File: config.mk
export PLATFORM = sky130hd
export DESIGN_NAME = seq_shifter_flat
export DESIGN_NICKNAME = d
export VERILOG_FILES = /design/src/rtl/seq_shifter_if.sv /design/src/rtl/seq_shifter.sv /design/src/flat_wrapper.sv
export SDC_FILE = /design/constraint.sdc
export NUM_CORES = 1
export LEC_CHECK = 0
export CAP_MARGIN = 10
export CELL_PAD_IN_SITES_DETAIL_PLACEMENT = 0
export CELL_PAD_IN_SITES_GLOBAL_PLACEMENT = 1
export CORE_UTILIZATION = 40
export CTS_CLUSTER_SIZE = 20
export DETAILED_ROUTE_END_ITERATION = 8
export PLACE_DENSITY = 0.89
export SLEW_MARGIN = 30
export SYNTH_ARGS = -nofsm -noshare
export SYNTH_HDL_FRONTEND = slang
export SYNTH_SLANG_ARGS = --single-unit
File: constraint.sdc
create_clock -name clk -period 4.1 [get_ports clk]
set_clock_uncertainty 0.15 [all_clocks]
set_input_delay 1.23 -clock clk [delete_from_list [all_inputs] [get_ports clk]]
set_output_delay 1.23 -clock clk [all_outputs]
set_load 0.02 [all_outputs]
File: src/rtl/seq_shifter_if.sv
// seq_shifter_if: request/response bundle for the sequential shifter.
//   start   - request, sampled only while busy=0
//   mode    - 00 SLL, 01 SRL, 10 SRA, 11 ROTR
//   data_in - operand
//   shamt   - shift amount
//   busy    - operation in progress
//   done    - one-cycle completion pulse
//   result  - last completed result
// master: requester side, slave: shifter side.
interface seq_shifter_if #(
  parameter int WIDTH   = 32,
  parameter int SHAMT_W = 5
);
  logic               start;
  logic [1:0]         mode;
  logic [WIDTH-1:0]   data_in;
  logic [SHAMT_W-1:0] shamt;
  logic               busy;
  logic               done;
  logic [WIDTH-1:0]   result;

  modport master (
    output start, mode, data_in, shamt,
    input  busy, done, result
  );

  modport slave (
    input  start, mode, data_in, shamt,
    output busy, done, result
  );
endinterface

File: src/rtl/seq_shifter.sv
// seq_shifter: multi-cycle barrel-free shifter. Shifts the captured operand
// by up to STEP bits per cycle until the captured amount is exhausted.
// Ports:
//   clk   - clock, rising edge
//   reset - asynchronous active-high reset
//   bus   - seq_shifter_if slave (start/mode/data_in/shamt in,
//           busy/done/result out)
//
// state | meaning
// IDLE  | waiting for start; result holds last completed value
// SHIFT | shifting work register, counter holds remaining bits
// DONE  | done pulse cycle, result valid
module seq_shifter #(
  parameter int WIDTH   = 32,
  parameter int SHAMT_W = 5,
  parameter int STEP    = 1
) (
  input  logic         clk,
  input  logic         reset,
  seq_shifter_if.slave bus
);

  typedef enum logic [1:0] {
    IDLE  = 2'd0,
    SHIFT = 2'd1,
    DONE  = 2'd2
  } state_t;

  localparam logic [1:0] M_SLL  = 2'b00;
  localparam logic [1:0] M_SRL  = 2'b01;
  localparam logic [1:0] M_SRA  = 2'b10;

  // One extra bit so STEP == WIDTH is representable.
  localparam logic [SHAMT_W:0] STEP_C  = (SHAMT_W+1)'(STEP);
  localparam logic [SHAMT_W:0] WIDTH_C = (SHAMT_W+1)'(WIDTH);

  state_t             state;
  logic [WIDTH-1:0]   work;
  logic [SHAMT_W-1:0] cnt;
  logic [1:0]         mode_q;

  logic [SHAMT_W:0]   cnt_x;
  logic [SHAMT_W:0]   n;
  logic [SHAMT_W:0]   n_rot;
  logic [WIDTH-1:0]   shifted;

  assign cnt_x = {1'b0, cnt};
  assign n     = (cnt_x >= STEP_C) ? STEP_C : cnt_x;
  // n never exceeds WIDTH-1 here, so the left part of the rotate is a
  // shift by 1..WIDTH; a shift by WIDTH yields zero, which is what we want.
  assign n_rot = WIDTH_C - n;

  always_comb begin
    shifted = work;
    case (mode_q)
      M_SLL:   shifted = work << n;
      M_SRL:   shifted = work >> n;
      // work[WIDTH-1] still carries the original sign after every SRA step.
      M_SRA:   shifted = WIDTH'($signed(work) >>> n);
      default: shifted = (work >> n) | (work << n_rot);
    endcase
  end

  always_ff @(posedge clk or posedge reset) begin
    if (reset) begin
      state      <= IDLE;
      work       <= '0;
      cnt        <= '0;
      mode_q     <= '0;
      bus.busy   <= 1'b0;
      bus.done   <= 1'b0;
      bus.result <= '0;
    end else begin
      case (state)
        IDLE: begin
          bus.done <= 1'b0;
          if (bus.start) begin
            work     <= bus.data_in;
            cnt      <= bus.shamt;
            mode_q   <= bus.mode;
            bus.busy <= 1'b1;
            state    <= SHIFT;
          end
        end
        SHIFT: begin
          if (cnt != '0) begin
            work <= shifted;
            cnt  <= cnt - n[SHAMT_W-1:0];
          end else begin
            bus.result <= work;
            bus.done   <= 1'b1;
            state      <= DONE;
          end
        end
        DONE: begin
          bus.done <= 1'b0;
          bus.busy <= 1'b0;
          state    <= IDLE;
        end
        default: begin
          bus.done <= 1'b0;
          bus.busy <= 1'b0;
          state    <= IDLE;
        end
      endcase
    end
  end

endmodule

File: src/flat_wrapper.sv
// flat-port wrapper written by rule: the top's interface ports become plain ports
module seq_shifter_flat 
#(
  parameter int WIDTH   = 32,
  parameter int SHAMT_W = 5,
  parameter int STEP    = 1
)
  (clk, reset, bus_start, bus_mode, bus_data_in, bus_shamt, bus_busy, bus_done, bus_result);
  seq_shifter_if #(.WIDTH(WIDTH), .SHAMT_W(SHAMT_W)) bus_i ();
  input  logic clk;
  input  logic reset;
  input wire logic [$bits(bus_i.start)-1:0] bus_start;
  input wire logic [$bits(bus_i.mode)-1:0] bus_mode;
  input wire logic [$bits(bus_i.data_in)-1:0] bus_data_in;
  input wire logic [$bits(bus_i.shamt)-1:0] bus_shamt;
  output wire logic [$bits(bus_i.busy)-1:0] bus_busy;
  output wire logic [$bits(bus_i.done)-1:0] bus_done;
  output wire logic [$bits(bus_i.result)-1:0] bus_result;
  assign bus_i.start = bus_start;
  assign bus_i.mode = bus_mode;
  assign bus_i.data_in = bus_data_in;
  assign bus_i.shamt = bus_shamt;
  assign bus_busy = bus_i.busy;
  assign bus_done = bus_i.done;
  assign bus_result = bus_i.result;
  seq_shifter #(.WIDTH(WIDTH), .SHAMT_W(SHAMT_W), .STEP(STEP)) u_core (.clk(clk), .reset(reset), .bus(bus_i));
endmodule
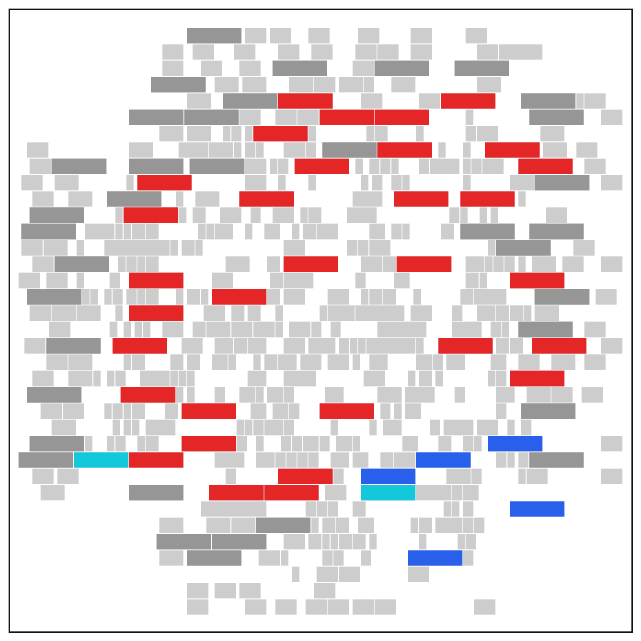
**Above:** sequential cells grouped by signal name.
(6 px per um) Other sequential cells in the stronger grey, the rest of the logic in the fainter grey.
[blue] u_core.cnt | placed flops: 5
[cyan] u_core.state | placed flops: 2
[red] u_core.work | placed flops: 32
post-layout util: 0.528
Register Area: 0.00188 mm2
flop share of the area: 0.360

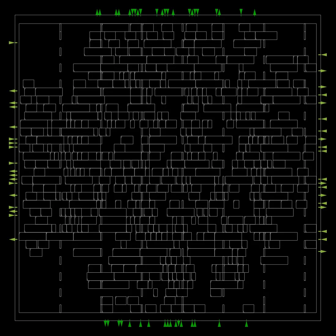
**Above:** cell placement.
# Taps: 133
row count: 36

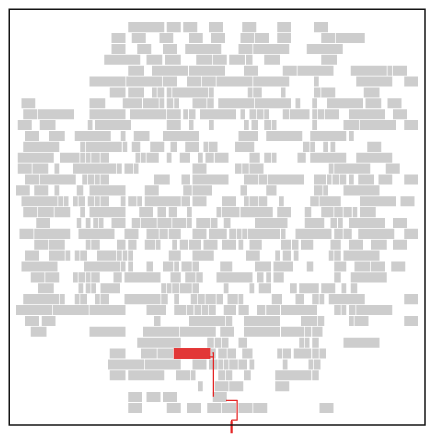
**Above:** I/O nets highlighted.
(4 px per um)
[red] bus_busy | bits: 1 | direction: output | edge: bottom | end cells: 1 | buffers: 1 | wire: 21.7 um
num ports: 76
Buffers on Ports: 75

## layout by cell type (no fill, tap or decap), types with 3 or more instances in the layout
cell / count
a32oi_1: 3
a21oi_1: 31
o21ai_0: 25
mux4_2: 3
o22a_1: 3
a31oi_1: 8
nand2_1: 38
mux2i_1: 19
nor2_1: 61
clkbuf_8: 11
mux2_2: 34
nor2b_1: 6
dfrtp_1: 75
a221o_1: 11
o22ai_1: 22
buf_4: 8
nand2b_1: 3
nor3_1: 7
nand3_1: 4
inv_1: 10
clkdlybuf4s50_1: 75
## worst max-delay path, cell delays in order (launching register included)
cell and delay (ns):
dfrtp_1 0.42, or4_4 0.59, nand2b_4 0.25, inv_6 0.17
ha_1 0.59, nor3_1 0.56, a211oi_2 0.14, o41ai_1 0.30
## final cells by class
| class | count | area (um2) |
|---|---|---|
| clock buffers | 12 | 155 |
| fillers | 896 | 4650 |
| inverters | 12 | 50.0 |
| clock inverters | 4 | 72.6 |
| repair buffers | 84 | 831 |
| well taps | 133 | 166 |
| multi-input cells | 312 | 2060 |
| flip-flops and latches | 75 | 1880 |
## final timing paths
check,startpoint,to,slack (ns),depth (start not counted)
setup / recovery,u_core.cnt[2],u_core.work[9],0.82,7
hold / removal,u_core.bus.result[21],u_core.bus.result[21],0.36,1
setup reg to reg,u_core.cnt[2],u_core.work[9],0.82,7
hold reg to reg,u_core.bus.result[21],u_core.bus.result[21],0.36,1
max in group asynchronous,reset,u_core.work[25],1.96,3
min in group asynchronous,reset,u_core.bus.result[1],1.15,2
## where the power goes
group          switching [uW]  internal [uW]
Combinational            1170           1070
Sequential                499           1100
Clock                     276            375
Total                    1940           2550
## metal layers
layer	vias to the layer above	share of wire	GRT usage
met3	40	0.072	0.0573
met4	0	0.035	0.117
li1	1677	-	-
met5	-	0	0
met2	176	0.47	0.365
met1	1777	0.43	0.291
## cell families (layout without fill, tap and decap cells)
kind of cell	after synthesis	count (layout)	synth area share
simple gates	131	131	0.142
compound gates	120	120	0.188
flops	75	75	0.455
mux	57	57	0.159
buf+inv	42	112	0.0476
fa+ha+maj	2	2	0.00606
other cells	1	1	0.000909
xor+xnor	1	1	0.00212
## through the flow
step / utilization / hold slack (ns) / std cells / setup slack (ns) / area [um2]
after global routing: 0.528 / 0.372 / 632 / 0.680 / 5210
after CTS: 0.528 / 0.366 / 632 / 0.850 / 5210
after global placement: 0.505 / 0.339 / 616 / 0.938 / 4980
final: 0.528 / 0.361 / 632 / 0.820 / 5210
after detailed placement: 0.505 / 0.346 / 616 / 0.872 / 4980
after floorplan: - / 0.338 / 429 / 0.810 / 4130
## registers in the layout (all words and copies together), names as in the netlist
register	flops
u_core.bus.result	32
u_core.work	32
u_core.cnt	5
u_core.mode_q	2
u_core.state	2
u_core.bus.busy	1
u_core.bus.done	1
==> job_summary.md <==
## Synthesis and layout report

| Metric | Value |
|---|---|
| Clock latency at the later pin of the worst-skew pair | roughly 0.36 ns |
| CTS Root Cell | clkbuf_8 |
| Type of element launching the critical path | register |
| Flop and latch count out of synthesis | ~75 |
| Crit path required time | about 4.2 ns |
| Sequential element share of the synthesized area | 0.455 |
| Tcrit/Tclk final | 0.800 |
| NumNets Final | between 500 and 600 |
| Number of routed nets with antenna violations | 0 |
| Post-CTS Setup Inserts | 0 |
| Final hold viol count | 0 |
| Number of DRC markers in iteration 0 | roughly 320 |
| Main synth FF type | dfrtp_1 |
| Hold Path Class | reg -> reg |
| WL final | approximately 12 mm |
| Number of max-slew violations in the final report | 0 |
| Leakage dissipation | 0.00218 uW |
| Maximum root-to-sink buffer count | 2 |
| Power consumption | between 4000 and 5000 uW |
| Mapped Area | around 0.0041 mm2 |
| Largest voltage drop on the vdd net | 0.000492 V |
| Total congestion overflow | 0 |
| Core Util at FP | 0.418 |
| Die Outline Area | roughly 0.011 mm2 |
| Instance count of the mapped netlist | 429 |
| Status | finished, final reports clean |
| CTS resizes | 0 |
| Number of enable-type register cells in the synthesized netlist | 0 |
| Number of clock sinks | between 70 and 80 |
| Area of the synthesized netlist per yosys stat | between 0.004 and 0.005 mm2 |
| Per-cell routed wire length | between 15 and 20 um |
| Tool Warnings | 26 |
| Cell type with the largest total area after synthesis | dfrtp_1 |
| Post-CTS Hold Fix Bufs | 0 |
| Synth warn | 0 |
| DIE WIDTH | ~100 um |
| WS Path Type | reg -> reg |
| Number of nets at floorplan | 473 |
| Maximum clock frequency | approximately 300 MHz |
| CP Data Arrival Time | 3.39 ns |
| Clock transition time at the flip-flop clock pins of the worst setup and hold paths | ~0.080 ns |
| Placeable core region | a little under 0.01 mm2 |
| Final setup TNS | 0 ns |
| Proportion of layout cells with a drive suffix above 1 | 0.146 |
| Number of buffers created by CTS | 9 |
| Total iterations of the first detailed-routing run | 5 |
| Setup repair after global routing missed its margin | no |
| Async SR Flop Fraction | 1.00 |
| Cell area power density | ~860 mW/mm2 |
| Post-DP HPWL | around 8.3 mm |
| Antenna diode instance count | 0 |
| Global-route wire length before repair | just under 20 mm |
| Headroom to the max-slew limit | 0.398 |
| Vias | 3670 |
| Cell area leaders | dfrtp_1, mux2_2, nor2_1 |
| Remaining routing DRC violations | 0 |
| Endpoint type of the worst setup path | register |
| CP max FO | 21 |
| Die outline height | 104 um |
| Vias per Instance | roughly 5.8 |
| Count of final setup violators | 0 |
| Maxcap violations | 0 |
| Clock tree from TritonCTS | done |
| Routability cong. | between 0.9 and 1 |
| Largest net degree at the start of global routing | 45 |
| Period minus WS final | approximately 3.3 ns |
| Distinct cells, synth | around 53 |
| Syn Area/Cell | about 9.6 um2 |
| Clock H-tree levels | 3 |
| Transition time at the pin with the least slew margin | 0.903 ns |
| Yosys Instances | 429 |
| Area fraction of the dominant cell type after synthesis | 0.455 |
| Vias in the first global route | 3756 |
| Synthesis-to-layout area growth | 26.3% |
| Overall fraction of global-route tracks in use | 0.230 |
| List of most frequent post-synthesis cells | dfrtp_1, nor2_1, nand2_1, mux2_2, a21oi_1 |
| Number of antenna violations at the first check in global routing | 0 |
| Top cell type by instance count after synthesis | dfrtp_1 |
No activity file was given, so power comes from the tool's default toggle rates.
